**M1 wires**

Drawn at 4 px/um. Supply wires on this layer in gray.
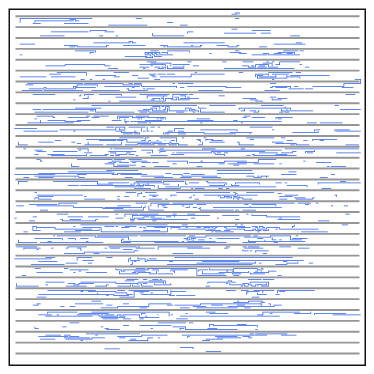
**Cell placement**

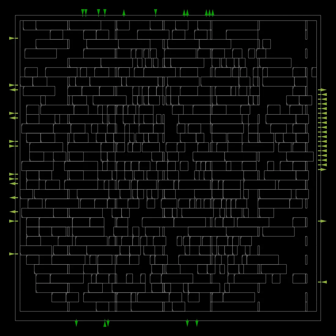
**Met2 routing**

Drawn at 3 px/um.
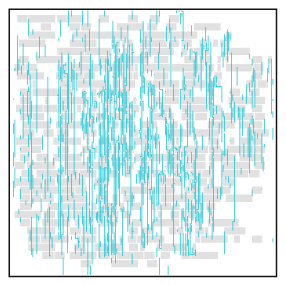
**Metal 3**

Drawn at 4 px/um.
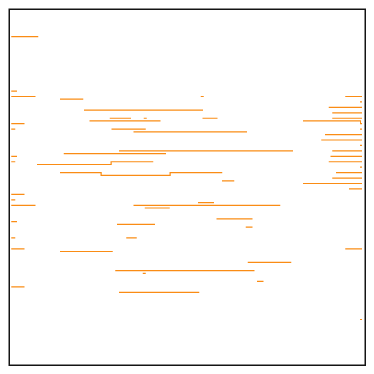
**Pin map**

Drawn at 4 px/um. Pins as bars across the die edge, other pins in gray.
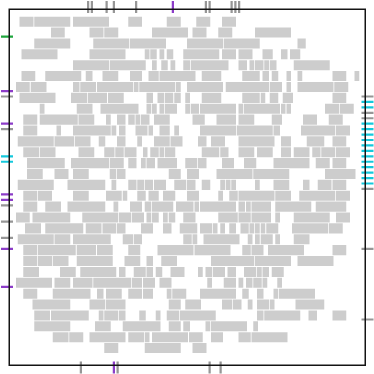
$ cat src/rtl/io_resp_pkg.sv
// Shared constants and types for the I/O bus responder: register offsets,
// CTRL/STAT bit positions, the bus FSM state encoding and the compare reset value.
package io_resp_pkg;

  localparam logic [2:0] REG_SW     = 3'd0;
  localparam logic [2:0] REG_LED    = 3'd1;
  localparam logic [2:0] REG_TMR_LO = 3'd2;
  localparam logic [2:0] REG_TMR_HI = 3'd3;
  localparam logic [2:0] REG_CMP_LO = 3'd4;
  localparam logic [2:0] REG_CMP_HI = 3'd5;
  localparam logic [2:0] REG_CTRL   = 3'd6;
  localparam logic [2:0] REG_STAT   = 3'd7;

  localparam int CTRL_TEN     = 0;
  localparam int CTRL_IEN     = 1;
  localparam int CTRL_AUTOCLR = 2;
  localparam int STAT_MATCH   = 0;

  localparam logic [15:0] CMP_RESET = 16'hFFFF;

  typedef enum logic [1:0] {
    ST_IDLE = 2'd0,
    ST_WAIT = 2'd1,
    ST_ACK  = 2'd2,
    ST_HOLD = 2'd3
  } bus_state_e;

endpackage

$ cat src/rtl/io_timer.sv
// Free-running timer with compare match, sticky MATCH flag (W1C, set wins) and
// optional power-of-two prescaler enabled by the IO_PRESCALER_EN macro.
module io_timer
  import io_resp_pkg::*;
#(
  parameter int WIDTH = 16
) (
  input  logic             clk,
  input  logic             rst,
  input  logic             ten,
  input  logic             autoclr,
`ifdef IO_PRESCALER_EN
  input  logic [3:0]       psc_sel,
`endif
  input  logic             cmp_lo_we,
  input  logic             cmp_hi_we,
  input  logic [7:0]       wdata,
  input  logic             match_clr,
  output logic [WIDTH-1:0] timer,
  output logic [WIDTH-1:0] compare,
  output logic             match_flag
);

  logic             tick_s;
  logic             match_s;
  logic [WIDTH-1:0] timer_r;
  logic [WIDTH-1:0] cmp_r;
  logic             match_r;

`ifdef IO_PRESCALER_EN
  logic [14:0] psc_r;
  logic [14:0] psc_mask_s;

  // Tick once the low P bits of the prescale counter are all ones (every 2^P clocks).
  always_comb begin
    psc_mask_s = 15'((16'd1 << psc_sel) - 16'd1);
    tick_s     = ((psc_r & psc_mask_s) == psc_mask_s);
  end

  // Prescale counter runs only while the timer is enabled.
  always_ff @(posedge clk or posedge rst) begin
    if (rst) begin
      psc_r <= 15'd0;
    end else if (!ten) begin
      psc_r <= 15'd0;
    end else begin
      psc_r <= psc_r + 15'd1;
    end
  end
`else
  assign tick_s = 1'b1;
`endif

  // Match is qualified by the tick so a prescaled timer matches once per value.
  assign match_s = ten & tick_s & (timer_r == cmp_r);

  // Timer counts on each tick; AUTOCLR reloads zero on the match tick.
  always_ff @(posedge clk or posedge rst) begin
    if (rst) begin
      timer_r <= '0;
    end else if (ten && tick_s) begin
      timer_r <= (match_s && autoclr) ? WIDTH'(0) : timer_r + WIDTH'(1);
    end
  end

  // Compare register byte writes.
  always_ff @(posedge clk or posedge rst) begin
    if (rst) begin
      cmp_r <= WIDTH'(CMP_RESET);
    end else begin
      if (cmp_lo_we) cmp_r[7:0]  <= wdata;
      if (cmp_hi_we) cmp_r[15:8] <= wdata;
    end
  end

  // Sticky match flag; a new match beats a simultaneous clear.
  always_ff @(posedge clk or posedge rst) begin
    if (rst) begin
      match_r <= 1'b0;
    end else if (match_s) begin
      match_r <= 1'b1;
    end else if (match_clr) begin
      match_r <= 1'b0;
    end
  end

  assign timer      = timer_r;
  assign compare    = cmp_r;
  assign match_flag = match_r;

endmodule

$ cat src/rtl/io_bus_responder.sv
// Memory-mapped I/O responder: window decode, wait-state handshake FSM, LED/CTRL
// registers, switch synchroniser and timer. Optional prescaler: IO_PRESCALER_EN.
module io_bus_responder
  import io_resp_pkg::*;
#(
  parameter logic [15:0] BASE_ADDR   = 16'h8000,
  parameter int unsigned WAIT_STATES = 1,
  parameter int unsigned TIMER_WIDTH = 16
) (
  input  logic        clk,
  input  logic        rst,
  input  logic [15:0] bus_addr,
  input  logic [7:0]  bus_wdata,
  output logic [7:0]  bus_rdata,
  input  logic        bus_read,
  input  logic        bus_write,
  output logic        bus_ready,
  input  logic [3:0]  switches_in,
  output logic [7:0]  leds_out,
  output logic        irq_n
);

  localparam logic [3:0] WAIT_LAST = 4'(WAIT_STATES);
  localparam bit         NO_WAIT   = (WAIT_STATES == 0);

  bus_state_e             state_r, state_nx_s;
  logic [3:0]             wait_r, wait_nx_s;
  logic [2:0]             off_s;
  logic                   hit_s, req_s, ack_nx_s, rd_nx_s, wr_s;
  logic [3:0]             sw_meta_r, sw_sync_r;
  logic [7:0]             leds_r, snap_r, rdata_r, rd_mux_s;
  logic [6:0]             ctrl_r;
  logic                   ready_r, irq_n_r, match_s;
  logic [TIMER_WIDTH-1:0] timer_s, cmp_s;

  assign off_s    = bus_addr[2:0];
  assign hit_s    = (bus_addr[15:3] == BASE_ADDR[15:3]);
  assign req_s    = bus_read | bus_write;
  assign ack_nx_s = (state_nx_s == ST_ACK);
  assign rd_nx_s  = ack_nx_s & ~bus_write;
  assign wr_s     = (state_r == ST_ACK) & bus_write;

  // Next-state logic for the request/ready handshake.
  always_comb begin
    state_nx_s = state_r;
    wait_nx_s  = wait_r;
    case (state_r)
      ST_IDLE: begin
        if (req_s && hit_s) begin
          state_nx_s = NO_WAIT ? ST_ACK : ST_WAIT;
          wait_nx_s  = 4'd1;
        end else begin
          state_nx_s = ST_IDLE;
        end
      end
      ST_WAIT: begin
        if (!(req_s && hit_s)) begin
          state_nx_s = ST_IDLE;
        end else if (wait_r == WAIT_LAST) begin
          state_nx_s = ST_ACK;
        end else begin
          wait_nx_s = wait_r + 4'd1;
        end
      end
      ST_ACK:  state_nx_s = ST_HOLD;
      ST_HOLD: begin
        if (!req_s) begin
          state_nx_s = ST_IDLE;
        end else begin
          state_nx_s = ST_HOLD;
        end
      end
      default: state_nx_s = ST_IDLE;
    endcase
  end

  // Read mux of current register contents.
  always_comb begin
    rd_mux_s = 8'h00;
    case (off_s)
      REG_SW:     rd_mux_s = {4'h0, sw_sync_r};
      REG_LED:    rd_mux_s = leds_r;
      REG_TMR_LO: rd_mux_s = timer_s[7:0];
      REG_TMR_HI: rd_mux_s = snap_r;
      REG_CMP_LO: rd_mux_s = cmp_s[7:0];
      REG_CMP_HI: rd_mux_s = cmp_s[15:8];
      REG_CTRL:   rd_mux_s = {1'b0, ctrl_r};
      REG_STAT:   rd_mux_s = {7'b0, match_s};
      default:    rd_mux_s = 8'h00;
    endcase
  end

  // FSM state, ready strobe and read data; the snapshot is latched with the low byte.
  always_ff @(posedge clk or posedge rst) begin
    if (rst) begin
      state_r <= ST_IDLE;
      wait_r  <= 4'd0;
      ready_r <= 1'b0;
      rdata_r <= 8'h00;
      snap_r  <= 8'h00;
    end else begin
      state_r <= state_nx_s;
      wait_r  <= wait_nx_s;
      ready_r <= ack_nx_s;
      rdata_r <= rd_nx_s ? rd_mux_s : 8'h00;
      if (rd_nx_s && (off_s == REG_TMR_LO)) snap_r <= timer_s[15:8];
    end
  end

  // Writable registers commit at the end of the ACK cycle.
  always_ff @(posedge clk or posedge rst) begin
    if (rst) begin
      leds_r <= 8'h00;
      ctrl_r <= 7'd0;
    end else if (wr_s) begin
      if (off_s == REG_LED) leds_r <= bus_wdata;
`ifdef IO_PRESCALER_EN
      if (off_s == REG_CTRL) ctrl_r <= bus_wdata[6:0];
`else
      if (off_s == REG_CTRL) ctrl_r <= {4'b0000, bus_wdata[2:0]};
`endif
    end
  end

  // Two-flop switch synchroniser and registered interrupt.
  always_ff @(posedge clk or posedge rst) begin
    if (rst) begin
      sw_meta_r <= 4'h0;
      sw_sync_r <= 4'h0;
      irq_n_r   <= 1'b1;
    end else begin
      sw_meta_r <= switches_in;
      sw_sync_r <= sw_meta_r;
      irq_n_r   <= ~(match_s & ctrl_r[CTRL_IEN]);
    end
  end

  io_timer #(.WIDTH(TIMER_WIDTH)) u_timer (
    .clk        (clk),
    .rst        (rst),
    .ten        (ctrl_r[CTRL_TEN]),
    .autoclr    (ctrl_r[CTRL_AUTOCLR]),
`ifdef IO_PRESCALER_EN
    .psc_sel    (ctrl_r[6:3]),
`endif
    .cmp_lo_we  (wr_s && (off_s == REG_CMP_LO)),
    .cmp_hi_we  (wr_s && (off_s == REG_CMP_HI)),
    .wdata      (bus_wdata),
    .match_clr  (wr_s && (off_s == REG_STAT) && bus_wdata[STAT_MATCH]),
    .timer      (timer_s),
    .compare    (cmp_s),
    .match_flag (match_s)
  );

  assign bus_ready = ready_r;
  assign bus_rdata = rdata_r;
  assign leds_out  = leds_r;
  assign irq_n     = irq_n_r;

endmodule
$ cat config.mk
export PLATFORM = sky130hd
export DESIGN_NAME = io_bus_responder
export DESIGN_NICKNAME = d
export VERILOG_FILES = /design/src/rtl/io_resp_pkg.sv /design/src/rtl/io_timer.sv /design/src/rtl/io_bus_responder.sv
export SDC_FILE = /design/constraint.sdc
export NUM_CORES = 1
export LEC_CHECK = 0
export CAP_MARGIN = 30
export CORE_UTILIZATION = 50
export DETAILED_ROUTE_END_ITERATION = 16
export GPL_TIMING_DRIVEN = 0
export PLACE_DENSITY = 0.72
export SLEW_MARGIN = 30
export SYNTH_ARGS = -nofsm -noshare
export SYNTH_HDL_FRONTEND = slang
export SYNTH_SLANG_ARGS = --single-unit
export TNS_END_PERCENT = 100
$ cat constraint.sdc
create_clock -name clk -period 3.26 [get_ports clk]
set_input_delay 0.652 -clock clk [delete_from_list [all_inputs] [get_ports clk]]
set_output_delay 0.652 -clock clk [all_outputs]
set_load 0.03 [all_outputs]
==> flow_summary_export.csv <==
group,metric,value,unit
power_and_ir_drop,leakage,0.00195,uW
critical_path,worstSetupPathDepth,7,
critical_path,cp_max_fo,8,
critical_path,timing.rr.start,"wait_r[1]",
min_path,hp-class,"reg -> reg",
critical_path,worst-path-buf-inv,2,
power_and_ir_drop,power,1890,uW
global_route,grt_overflow,0,
yosys,edf_count,0,
cells_and_area,antennaDiodeCount,0,
clock_network,clk_path_buf_depth,2,
sta,setup_ws,0.826,ns
sta,setup_viol,0,
job,drv_cap,0,
critical_path,crit_required,3.47,ns
drt,vias_per_cell,5.55,
yosys,synthAdderAreaFrac,0.0100,
yosys,synthTopLogicFamily,"simple AND/OR/NAND/NOR gates",
run_status,outcome,"complete, no violations",
drt,totalWireLength,8200,um
sta,hold_violations,0,
cells_and_area,final_area,4610,um^2
sta,tightestPinTransition,0.752,ns
drt,vias,2747,
drt,wl_per_cell,16.6,um
sta,tns,0,ns
sta,grt_setup_unrepaired,"no",
clock_network,cts_resized,0,
yosys,ys_seq_share,0.513,
critical_path,r2r_setup_slack,1.15,ns
placement,dpl-instance-area,4380,um^2
yosys,syn_avg_cell_area,11.3,um^2
Back to the opening pictures, 'M1 wires':
share of all routed wire: 46%
longest straight run: 39.1 um
wire length on this layer: 3,760 um

Back to the opening pictures, 'cell placement':
flop share of the area: 0.417
final cell count without fillers: 495
Seq cells: 76
TAP cells: 99

Back to the opening pictures, 'met2 routing':
longest straight run: 57.1 um
nets with wire on the layer: 364

Back to the opening pictures, 'metal 3':
nets with wire on the layer: 53
wire length on this layer: 542 um
share of all routed wire: 6.6%
main direction: horizontal
longest straight run: 43.2 um

Back to the opening pictures, 'pin map':
legend:
  cyan:
    port: bus_addr
    pins: 16
    direction: input
    edge: 14 right, 2 left
  green:
    port: clk
    pins: 1
    direction: input
    edge: left
  purple:
    port: bus_wdata
    pins: 8
    direction: input
    edge: 6 left, 1 top, 1 bottom
all pins by edge: 20 right, 14 left, 11 top, 5 bottom

synthesized netlist by cell type, types with 2 or more instances:
master / instances / area [um^2]
clkbuf_1: 5 / 18.8
o221a_2: 3 / 33.8
nand2b_1: 3 / 18.8
nand3_1: 11 / 55.1
xnor2_1: 21 / 184
a32oi_1: 2 / 17.5
xor2_1: 7 / 61.3
nor4_4: 2 / 42.5
nor3_2: 2 / 20.0
nor2b_1: 7 / 43.8
a22o_1: 4 / 35.0
a31oi_1: 5 / 31.3
nor4_2: 2 / 25.0
nor3_1: 7 / 35.0
nand2_1: 19 / 71.3
or3_1: 5 / 31.3
or4_1: 2 / 15.0
o21ai_0: 7 / 35.0
buf_1: 2 / 7.51
a22oi_1: 5 / 37.5
nand3b_1: 2 / 15.0
mux2_1: 2 / 22.5
ha_1: 3 / 37.5
inv_1: 11 / 41.3
dfrtp_1: 59 / 1480
buf_4: 3 / 22.5
mux2_2: 35 / 394
a21oi_1: 5 / 25.0
mux2i_1: 6 / 60.1
nand4_1: 8 / 50.1
nor2_1: 32 / 120
and3_1: 2 / 12.5
o22a_1: 2 / 17.5
dfstp_2: 17 / 447
buf_2: 7 / 35.0
o22ai_1: 2 / 12.5
per-layer routing:
metal	up-vias	wire, um	share of wire
met5	-	0	0
met4	0	101	0.012
met3	9	542	0.066
met2	87	3800	0.46
met1	1365	3760	0.46
li1	1286	-	-
area by class of cell:
class                      instances  area [um^2]
tap                               99          124
clock buffer                      12          165
buffer                            18         95.1
fill                             604         2640
multi-input combinational        225         1690
timing repair buffer              49          500
inverter                          12         47.5
clock inverter                     4         70.1
sequential                        76         1920
where the power goes:
group          switching (uW)  internal, uW  leakage, uW
sequential               1.79           949     0.000966
clock                     335           491     0.000122
combinational            60.3          49.6     0.000865
Power figures rest on the tool's default switching activity, not on a simulated workload.
